--- src/rtl/logic_pkg.sv ---
// Shared definitions for the bitwise logic blocks.
// Holds the 3-bit operation encoding used by logic_op_comb and logic_unit_pipe,
// and by later ALU blocks that reuse the same op field.
package logic_pkg;

  localparam int OP_W = 3;

  typedef enum logic [OP_W-1:0] {
    OP_AND   = 3'd0,
    OP_OR    = 3'd1,
    OP_NAND  = 3'd2,
    OP_NOR   = 3'd3,
    OP_XOR   = 3'd4,
    OP_XNOR  = 3'd5,
    OP_NOTA  = 3'd6,
    OP_PASSB = 3'd7
  } op_e;

endpackage

--- src/rtl/logic_op_comb.sv ---
// Combinational bitwise logic operator.
// Ports:
//   a, b : WIDTH-bit operands
//   op   : operation select (logic_pkg::op_e encoding)
//   y    : WIDTH-bit result
module logic_op_comb
  import logic_pkg::*;
#(
  parameter int WIDTH = 8
) (
  input  logic [WIDTH-1:0] a,
  input  logic [WIDTH-1:0] b,
  input  logic [OP_W-1:0]  op,
  output logic [WIDTH-1:0] y
);

  always_comb begin
    y = '0;
    case (op_e'(op))
      OP_AND:   y = a & b;
      OP_OR:    y = a | b;
      OP_NAND:  y = ~(a & b);
      OP_NOR:   y = ~(a | b);
      OP_XOR:   y = a ^ b;
      OP_XNOR:  y = ~(a ^ b);
      OP_NOTA:  y = ~a;
      OP_PASSB: y = b;
      default:  y = '0;
    endcase
  end

endmodule

--- src/rtl/logic_unit_pipe.sv ---
// Two-stage pipelined bitwise logic unit with valid/ready handshakes.
// Stage 1 captures operands and op; stage 2 holds the result and its
// registered status flags. One transaction per cycle with full backpressure.
// Ports:
//   clk, rst              : clock, synchronous active-high reset
//   in_valid, in_ready    : input handshake
//   a, b, op              : operands and operation select
//   out_valid, out_ready  : output handshake
//   y                     : result
//   y_zero, y_ones        : result is all zeros / all ones
//   y_parity              : XOR-reduction of the result
//   done_count            : completed output transfers, wrapping
module logic_unit_pipe
  import logic_pkg::*;
#(
  parameter int WIDTH = 8,
  parameter int CNT_W = 16
) (
  input  logic             clk,
  input  logic             rst,
  input  logic             in_valid,
  output logic             in_ready,
  input  logic [WIDTH-1:0] a,
  input  logic [WIDTH-1:0] b,
  input  logic [OP_W-1:0]  op,
  output logic             out_valid,
  input  logic             out_ready,
  output logic [WIDTH-1:0] y,
  output logic             y_zero,
  output logic             y_ones,
  output logic             y_parity,
  output logic [CNT_W-1:0] done_count
);

  function automatic logic flag_zero(input logic [WIDTH-1:0] v);
    return ~|v;
  endfunction

  function automatic logic flag_ones(input logic [WIDTH-1:0] v);
    return &v;
  endfunction

  function automatic logic flag_parity(input logic [WIDTH-1:0] v);
    return ^v;
  endfunction

  logic             vld_p1;
  logic [WIDTH-1:0] a_p1;
  logic [WIDTH-1:0] b_p1;
  logic [OP_W-1:0]  op_p1;
  logic             vld_p2;
  logic [WIDTH-1:0] y_comb;
  logic             take_p1;
  logic             take_p2;
  logic             in_xfer;
  logic             out_xfer;

  // A stage may advance when it is empty or its successor advances.
  assign take_p2   = !vld_p2 || out_ready;
  assign take_p1   = !vld_p1 || take_p2;
  assign in_ready  = take_p1;
  assign in_xfer   = in_valid && take_p1;
  assign out_valid = vld_p2;
  assign out_xfer  = vld_p2 && out_ready;

  // ---- Stage 1: operand capture ----
  always_ff @(posedge clk) begin
    if (rst) begin
      vld_p1 <= 1'b0;
    end else if (take_p1) begin
      vld_p1 <= in_valid;
    end
  end

  always_ff @(posedge clk) begin
    if (in_xfer) begin
      a_p1  <= a;
      b_p1  <= b;
      op_p1 <= op;
    end
  end

  logic_op_comb #(.WIDTH(WIDTH)) u_op (
    .a  (a_p1),
    .b  (b_p1),
    .op (op_p1),
    .y  (y_comb)
  );

  // ---- Stage 2: result and flags ----
  // Result registers load only with a real transaction so that y stays at the
  // last delivered value (or the reset value) while the pipe is idle.
  always_ff @(posedge clk) begin
    if (rst) begin
      vld_p2   <= 1'b0;
      y        <= '0;
      y_zero   <= 1'b1;
      y_ones   <= 1'b0;
      y_parity <= 1'b0;
    end else if (take_p2) begin
      vld_p2 <= vld_p1;
      if (vld_p1) begin
        y        <= y_comb;
        y_zero   <= flag_zero(y_comb);
        y_ones   <= flag_ones(y_comb);
        y_parity <= flag_parity(y_comb);
      end
    end
  end

  // ---- Output transfer counter ----
  always_ff @(posedge clk) begin
    if (rst) begin
      done_count <= '0;
    end else if (out_xfer) begin
      done_count <= done_count + 1'b1;
    end
  end

endmodule

--- config.mk ---
export PLATFORM = sky130hd
export DESIGN_NAME = logic_unit_pipe
export DESIGN_NICKNAME = d
export VERILOG_FILES = /design/src/rtl/logic_pkg.sv /design/src/rtl/logic_op_comb.sv /design/src/rtl/logic_unit_pipe.sv
export SDC_FILE = /design/constraint.sdc
export NUM_CORES = 1
export LEC_CHECK = 0
export CAP_MARGIN = 10
export CELL_PAD_IN_SITES_DETAIL_PLACEMENT = 0
export CELL_PAD_IN_SITES_GLOBAL_PLACEMENT = 1
export CORE_MARGIN = 1.5
export CORE_UTILIZATION = 35
export DETAILED_ROUTE_END_ITERATION = 8
export HOLD_SLACK_MARGIN = 0.03
export MAX_ROUTING_LAYER = met4
export PLACE_DENSITY_LB_ADDON = 0.15
export SLEW_MARGIN = 20
export SYNTH_ARGS = -nofsm -noshare
export SYNTH_HDL_FRONTEND = slang
export SYNTH_SLANG_ARGS = --single-unit
--- constraint.sdc ---
create_clock -name clk -period 3.1 [get_ports clk]
set_clock_uncertainty 0.15 [all_clocks]
set_input_delay 0.62 -clock clk [delete_from_list [all_inputs] [get_ports clk]]
set_output_delay 0.62 -clock clk [all_outputs]
set_load 0.02 [all_outputs]
==> summary.txt, run 1 <==
Main metrics from the flow reports.

The run finished with clean final reports. The post-synthesis cell count from yosys is 285. From bottom edge to top edge, the die measures 92.5 um. The layout overhead on the synthesized area is 28.7%.

Across all layers, the routed design uses 2164 vias. The number of cells on the worst reg-to-reg path is 9. Counting flops and latches in the post-synthesis netlist gives 48. The total of endpoints with negative setup slack in the final report is 0. Of the total power, combinational logic draws 19.9%. The met3 routing resource usage after global routing came out at 3.04%. The slew at the pin closest to its max-slew limit came out at 0.830 ns.

The pre-CTS setup slack came out at 0.214 ns. The iteration-0 DRC count of the detailed router is 67. The sequential portion of the cell area is 31.9%.

The post-synthesis share of cell area spent on xor and xnor gates came out at 4.37%. Headroom to the max-slew limit came out at 44.6%. The aggregate global routing overflow is 0.

The first-pass iteration count of the detailed router is 4. The clock reaches the later pin of the worst-skew pair after 0.30 ns. For this run, combinational gates with multiple inputs come to 206. STA classifies the critical path endpoint as an output port. The worst hold path begins at y_ones. The post-synthesis cell type with the largest combined area is sky130_fd_sc_hd__dfxtp_1. The slowest stage of the critical path is the sky130_fd_sc_hd__clkdlybuf4s50_1 cell.

The clock power share came out at 30.2%. The fraction of final layout cells sized beyond drive strength 1 came out at 10.4%. The share of synthesized cell area in full adder, half adder and majority cells came out at 11.1%. The CTS tree is built. done_count holds more flip-flops than any other register. The biggest power consumer among the groups is registers. The critical path runs through a total of 4 cells.
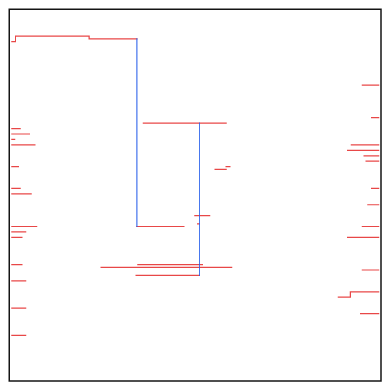
*Wiring by layer, run 1*
Scale: 4 px per um. Two of the layers only.
- red: metal 3 (wire length 248 um)
- blue: metal 4 (wire length 85.0 um)

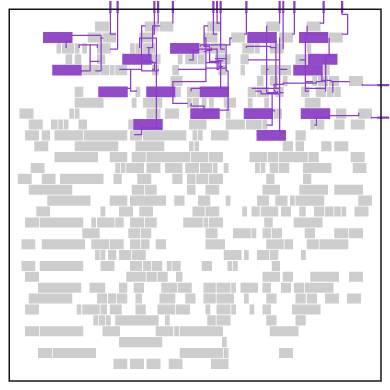
*I/O nets highlighted, run 1*
Scale: 4 px per um.
- purple: `done_count` (bits 16; direction output; end cells 16; buffers 16; wire 542 um)

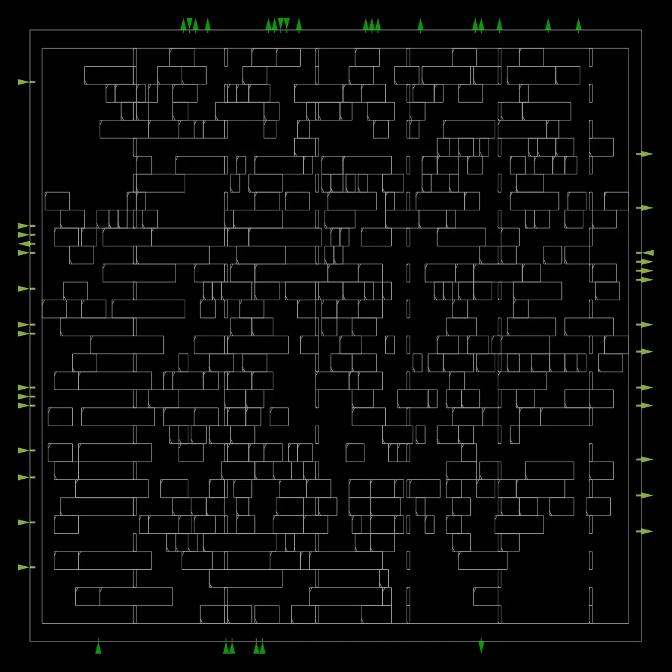
*Cell placement, run 1*
count of standard-cell rows: 32
registers: 48
total number of tap cells: 102
CORE AREA: 7730 um2
Filler cells: 750

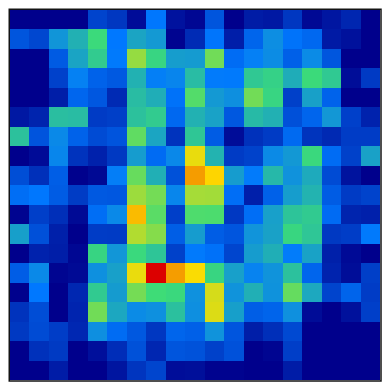
*Wiring heat map, run 1*
Scale: 4 px per um. 19 x 19 tiles, from dark blue (low) to red (high), scaled to the fullest tile. Values are wire area over tile area, all layers added.
- nearly empty tiles: 16%
- emptiest ninth of the die: lower right
- tiles over half the peak: 8.0%
- fullest tile: 0.47
- mean over tiles: 0.10

==> run 2, diff against run 1 <==
==> constraint.sdc (replaced) <==
create_clock -name clk -period 3.1 [get_ports clk]
set_clock_uncertainty 0.15 [all_clocks]
set_input_delay 0.93 -clock clk [delete_from_list [all_inputs] [get_ports clk]]
set_output_delay 0.93 -clock clk [all_outputs]
set_load 0.02 [all_outputs]
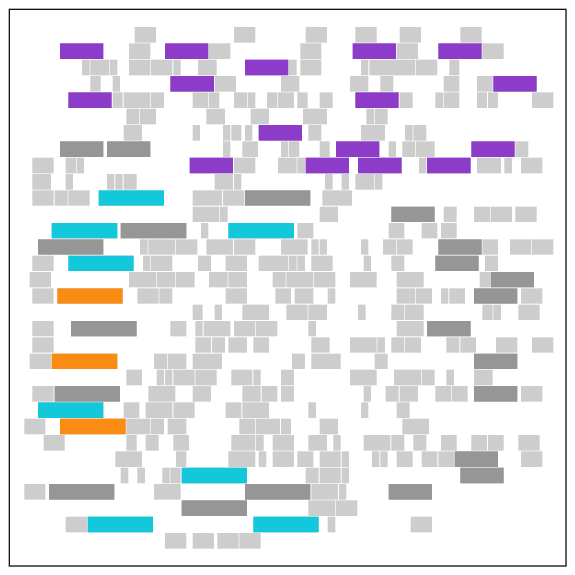
*Sequential cells colored by netlist name, run 2*
Scale: 6 px per um. Other sequential cells in the stronger gray, the rest of the logic in the fainter gray.
- cyan: `a_p1` (flops 8)
- purple: `done_count` (flops 16)
- orange: `op_p1` (flops 3)
- not colored: 21

==> summary.txt, run 2 <==
Main metrics from the flow reports.

The flow ran to the end, and the final reports show no timing, DRC or antenna violations. The fraction of final layout cells sized beyond drive strength 1 is 10.2% (-0.23 points). The insertion delay of the later-clocked pin in the worst-skew pair came to 0.30 ns (about the same). Post-CTS timing repair inserted 0 buffers for setup. The post-synthesis cell count from yosys is 285 (unchanged). The mux share of post-synthesis cell area came out at 9.14%. The CTS tree is built.

The multi-input combinational cell count is 206 (unchanged). The number of cells on the worst reg-to-reg path is 10 (+1). The share of synthesized cell area in full adder, half adder and majority cells is 11.1% (unchanged). The worst hold path begins at y_ones. The clock power share came out at 28.0% (-2.2 points). The floorplan die height is 92.5 um (unchanged).

The slowest stage of the critical path belongs to the cell sky130_fd_sc_hd__clkdlybuf4s50_1. The distinct cell type count of the synthesized netlist came out at 42. The count of cell instances traversed by the critical path is 4 (unchanged).

The iteration-0 DRC count of the detailed router is 78 (+16%). The first-pass iteration count of the detailed router is 4 (unchanged). The pre-CTS setup slack is -0.227 ns (-0.440 ns). The number of diodes added for antenna fixing came out at 0. The number of fill cells was 773 (+3.1%). The biggest power consumer among the groups is registers. The total number of tap cells came out at 102 (unchanged). The combinational fraction of design power is 20.1% (+0.2 points). The total of endpoints with negative setup slack in the final report came to 0 (unchanged).

The remaining max-slew budget at the tightest pin is 45.3% (+0.65 points). From synthesis to final layout, the design area changed by 27.1%. The post-synthesis share of cell area spent on xor and xnor gates came out at 4.37% (unchanged).

Looking at area per cell type in the netlist, the leader is sky130_fd_sc_hd__dfxtp_1. The sequential cell count was 48 (unchanged). The met3 routing resource usage after global routing came to 2.96% (-0.082 points). The slew at the pin closest to its max-slew limit came out at 0.821 ns (-0.00970 ns). The cell row count was 32 (unchanged). The aggregate global routing overflow is 0 (unchanged).

The placeable core region is 7730 um2 (unchanged). The sequential portion of the cell area is 32.3% (+0.41 points).
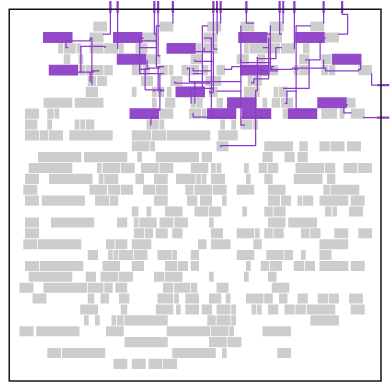
*I/O nets highlighted, run 2*
Scale: 4 px per um.
- purple: `done_count` (bits 16; direction output; end cells 16; buffers 16; wire 564 um)

No activity file was given, so power comes from the tool's default toggle rates.
